**M1 wires**

Scale: 4 px per µm.
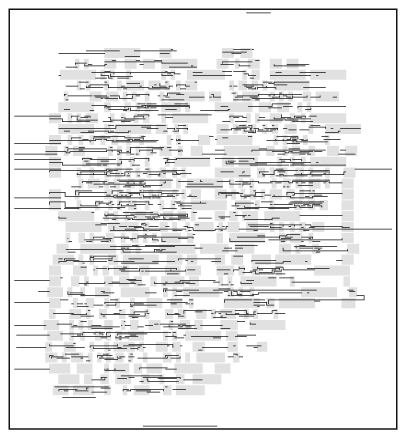
**The metal 2 layer**

Scale: 4 px per µm.
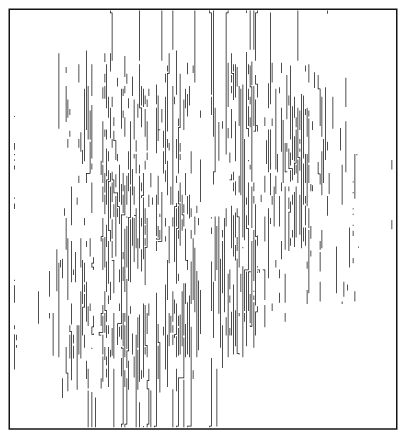
**Signal wires on met3**

Scale: 3 px per µm.
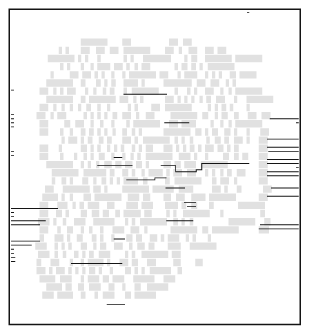
File: src/rtl/pipe_hazard_ctrl.sv
// Pipeline sequencer for the 5-stage core: stage-register advance/hold/bubble
// control from data hazards, taken branches and multi-cycle SRAM accesses,
// plus saturating stall and flush counters for performance debug.
module pipe_hazard_ctrl #(
    parameter int unsigned MEM_WAIT = 3,
    parameter int unsigned CNT_W    = 16
) (
    input  logic             clk,
    input  logic             rst,
    input  logic             fwd_en,
    input  logic [3:0]       id_src1,
    input  logic [3:0]       id_src2,
    input  logic             id_two_src,
    input  logic [3:0]       exe_dest,
    input  logic             exe_wb_en,
    input  logic             exe_mem_r_en,
    input  logic [3:0]       mem_dest,
    input  logic             mem_wb_en,
    input  logic             exe_branch,
    input  logic             mem_r_en,
    input  logic             mem_w_en,
    output logic             pc_freeze,
    output logic             if_id_freeze,
    output logic             if_id_flush,
    output logic             id_exe_clr,
    output logic             pipe_freeze,
    output logic [CNT_W-1:0] stall_cnt,
    output logic [CNT_W-1:0] flush_cnt
);

    typedef enum logic [1:0] {StRun, StWait, StRelease} mem_state_e;

    localparam bit         HasWait  = (MEM_WAIT != 0);
    localparam bit         OneWait  = (MEM_WAIT == 1);
    localparam logic [3:0] WaitInit = 4'(MEM_WAIT - 1);

    mem_state_e       state_q;
    logic [3:0]       wcnt_q;
    logic [CNT_W-1:0] stall_cnt_q;
    logic [CNT_W-1:0] flush_cnt_q;

    logic mem_acc;
    logic freeze_req;
    logic exe_match;
    logic mem_match;
    logic hazard;
    logic stall_inc;
    logic flush_inc;

    assign mem_acc   = mem_r_en | mem_w_en;
    assign exe_match = (id_src1 == exe_dest) | (id_two_src & (id_src2 == exe_dest));
    assign mem_match = (id_src1 == mem_dest) | (id_two_src & (id_src2 == mem_dest));

    // With forwarding only a load in EXE can't be bypassed (load-use).
    assign hazard = fwd_en ? (exe_mem_r_en & exe_match)
                           : ((exe_wb_en & exe_match) | (mem_wb_en & mem_match));

    // RELEASE ignores the access request so the frozen access can leave MEM.
    assign freeze_req = ((state_q == StRun) & mem_acc & HasWait) | (state_q == StWait);

    // Memory wait FSM: counts down the frozen cycles of one SRAM access.
    always_ff @(posedge clk or posedge rst) begin
        if (rst) begin
            state_q <= StRun;
            wcnt_q  <= 4'd0;
        end else begin
            unique case (state_q)
                StRun: begin
                    if (mem_acc && HasWait) begin
                        wcnt_q  <= WaitInit;
                        state_q <= OneWait ? StRelease : StWait;
                    end
                end
                StWait: begin
                    wcnt_q <= wcnt_q - 4'd1;
                    if (wcnt_q == 4'd1) begin
                        state_q <= StRelease;
                    end
                end
                StRelease: state_q <= StRun;
                default:   state_q <= StRun;
            endcase
        end
    end

    // Prioritised control outputs: memory freeze, then branch flush, then hazard bubble.
    always_comb begin
        pc_freeze    = 1'b0;
        if_id_freeze = 1'b0;
        if_id_flush  = 1'b0;
        id_exe_clr   = 1'b0;
        pipe_freeze  = 1'b0;
        stall_inc    = 1'b0;
        flush_inc    = 1'b0;
        if (rst) begin
            // all outputs held low during reset
        end else if (freeze_req) begin
            // EXE is held, so any branch or hazard is seen again next cycle
            pipe_freeze  = 1'b1;
            pc_freeze    = 1'b1;
            if_id_freeze = 1'b1;
        end else if (exe_branch) begin
            if_id_flush = 1'b1;
            id_exe_clr  = 1'b1;
            flush_inc   = 1'b1;
        end else if (hazard) begin
            pc_freeze    = 1'b1;
            if_id_freeze = 1'b1;
            id_exe_clr   = 1'b1;
            stall_inc    = 1'b1;
        end
    end

    // Saturating performance counters.
    always_ff @(posedge clk or posedge rst) begin
        if (rst) begin
            stall_cnt_q <= '0;
            flush_cnt_q <= '0;
        end else begin
            if (stall_inc && (stall_cnt_q != '1)) begin
                stall_cnt_q <= stall_cnt_q + 1'b1;
            end
            if (flush_inc && (flush_cnt_q != '1)) begin
                flush_cnt_q <= flush_cnt_q + 1'b1;
            end
        end
    end

    assign stall_cnt = stall_cnt_q;
    assign flush_cnt = flush_cnt_q;

endmodule

File: config.mk
export PLATFORM = sky130hd
export DESIGN_NAME = pipe_hazard_ctrl
export DESIGN_NICKNAME = d
export VERILOG_FILES = /design/src/rtl/pipe_hazard_ctrl.sv
export SDC_FILE = /design/constraint.sdc
export NUM_CORES = 1
export LEC_CHECK = 0
export ABC_AREA = 1
export CAP_MARGIN = 15
export CELL_PAD_IN_SITES_DETAIL_PLACEMENT = 1
export CELL_PAD_IN_SITES_GLOBAL_PLACEMENT = 1
export CORE_ASPECT_RATIO = 1.1
export CORE_MARGIN = 8
export CORE_UTILIZATION = 35
export DETAILED_ROUTE_END_ITERATION = 12
export GPL_TIMING_DRIVEN = 0
export PLACE_DENSITY = 0.88
export SYNTH_ARGS = -nofsm -noshare
export SYNTH_HDL_FRONTEND = slang
export SYNTH_SLANG_ARGS = --single-unit
File: constraint.sdc
create_clock -name clk -period 2.4 [get_ports clk]
set_clock_uncertainty 0.05 [all_clocks]
set_input_delay 0.6 -clock clk [delete_from_list [all_inputs] [get_ports clk]]
set_output_delay 0.6 -clock clk [all_outputs]
set_load 0.1 [all_outputs]
==> results_slide.txt <==
Key Metrics from the Run

STA
  • Setup WS post-layout: -0.103 ns
  • Tcrit/Tclk final: 104%
  • Number of setup violations in the final report: 3
  • Hold slack: 0.464 ns

Worst setup path
  • End point of the critical path: pc_freeze
  • Worst path buffer plus inverter count: 3
  • Crit Path Max Fanout: 3
  • WP data arrival: 1.85 ns
  • Required time at the endpoint of the critical path: 1.75 ns
  • Worst path slowest cell: sky130_fd_sc_hd__a21oi_4
  • Length in cells of the worst reg-to-reg path: 8
  • Endpoint of the worst register-to-register path: stall_cnt[5]
  • Worst-case register-to-register setup slack: 0.41 ns
  • Cell family with the largest share of critical-path delay: simple AND/OR/NAND/NOR gates
  • Worst Setup Start Kind: input pin
  • Worst path depth: 11
  • Worst setup path startpoint: mem_dest[0]

Final layout
  • Nets: 463
  • Share of layout cells above drive strength 1: 22.6%
  • Leading cell type in the layout, fill and taps excluded: sky130_fd_sc_hd__nand2_1
  • Final core occ: 51.2%

GRT
  • Initial antenna violation count: 0

CTS
  • CTS Sinks: 38
  • Number of clock buffers inserted by TritonCTS: 5

Synthesis
  • Sequential element share of the synthesized area: 38.1%
  • Count of instantiated cells in the yosys netlist: 350
  • Most instantiated flip-flop cell in the synthesis netlist: sky130_fd_sc_hd__dfrtp_1
  • Mux contribution to synthesized area: 0.451%
  • Most common library cells after synthesis: sky130_fd_sc_hd__nand2_1 (127), sky130_fd_sc_hd__inv_1 (41), sky130_fd_sc_hd__dfrtp_1 (38), sky130_fd_sc_hd__nor2_1 (36)
  • Biggest area cells: sky130_fd_sc_hd__dfrtp_1 (38%), sky130_fd_sc_hd__nand2_1 (19%), sky130_fd_sc_hd__xor2_1 (7.4%), sky130_fd_sc_hd__inv_1 (6.2%), sky130_fd_sc_hd__nor2_1 (5.4%)

Status
  • Outcome: finished with violations
  • Failing checks: setup timing

Placement
  • HPWL after DPL: 5.59 mm
  • Final weighted congestion in routability-driven placement: 0.863
  • Port Buf Inserts: 62
  • Total cell area at the placement stage: 0.00329 mm²

Min path
  • Start point of the worst hold path: state_q[0]

Floorplan
  • Standard-cell rows: 32
  • Fp_density: 35.8%
  • Die X-Extent: 96.5 µm

Power and ir drop
  • Cell area power density: 605 mW/mm²
  • Clk network pwr share: 21.2%

Drt
  • Number of search-and-repair iterations in the first detailed-routing pass: 4
  • Initial drt markers: 45
## Picture notes: 'M1 wires'
- main direction: horizontal
- longest straight run: 38.2 µm
- wire length on this layer: 3260 µm
- share of all routed wire: 42%
- nets with wire on the layer: 419

## Picture notes: 'the metal 2 layer'
- nets with wire on the layer: 419
- share of all routed wire: 52%
- main direction: vertical

## Picture notes: 'signal wires on met3'
- main direction: horizontal
- share of all routed wire: 4.1%
- wire length on this layer: 321 µm
- longest straight run: 16.8 µm

[final cells by class]
type | count | area [µm²] | area share (%)
multi-input combinational | 264 | 1450 | 40.7
clock buffer | 7 | 86.3 | 2.42
inverter | 44 | 191 | 5.37
buffer | 4 | 41.3 | 1.16
clock inverter | 1 | 5.00 | 0.140
timing repair buffer | 76 | 729 | 20.5
tap | 85 | 106 | 2.98
sequential | 38 | 953 | 26.7
[repair_timing]
action	4_1_cts	5_1_grt
setup endpoints to repair	37	4
buffers inserted	11	3
resized	165	45
pin swaps	25	32
[layer usage]
metal  vias to the layer above  global-route usage [%]  wire length (µm)
met5                         -                       0                 0
met4                         0                    4.12               129
met3                         9                    2.93               321
met2                        54                    27.6              4080
met1                      1231                    17.7              3260
li1                       1255                       -                 -
Power is estimated from default activity; no workload was simulated.
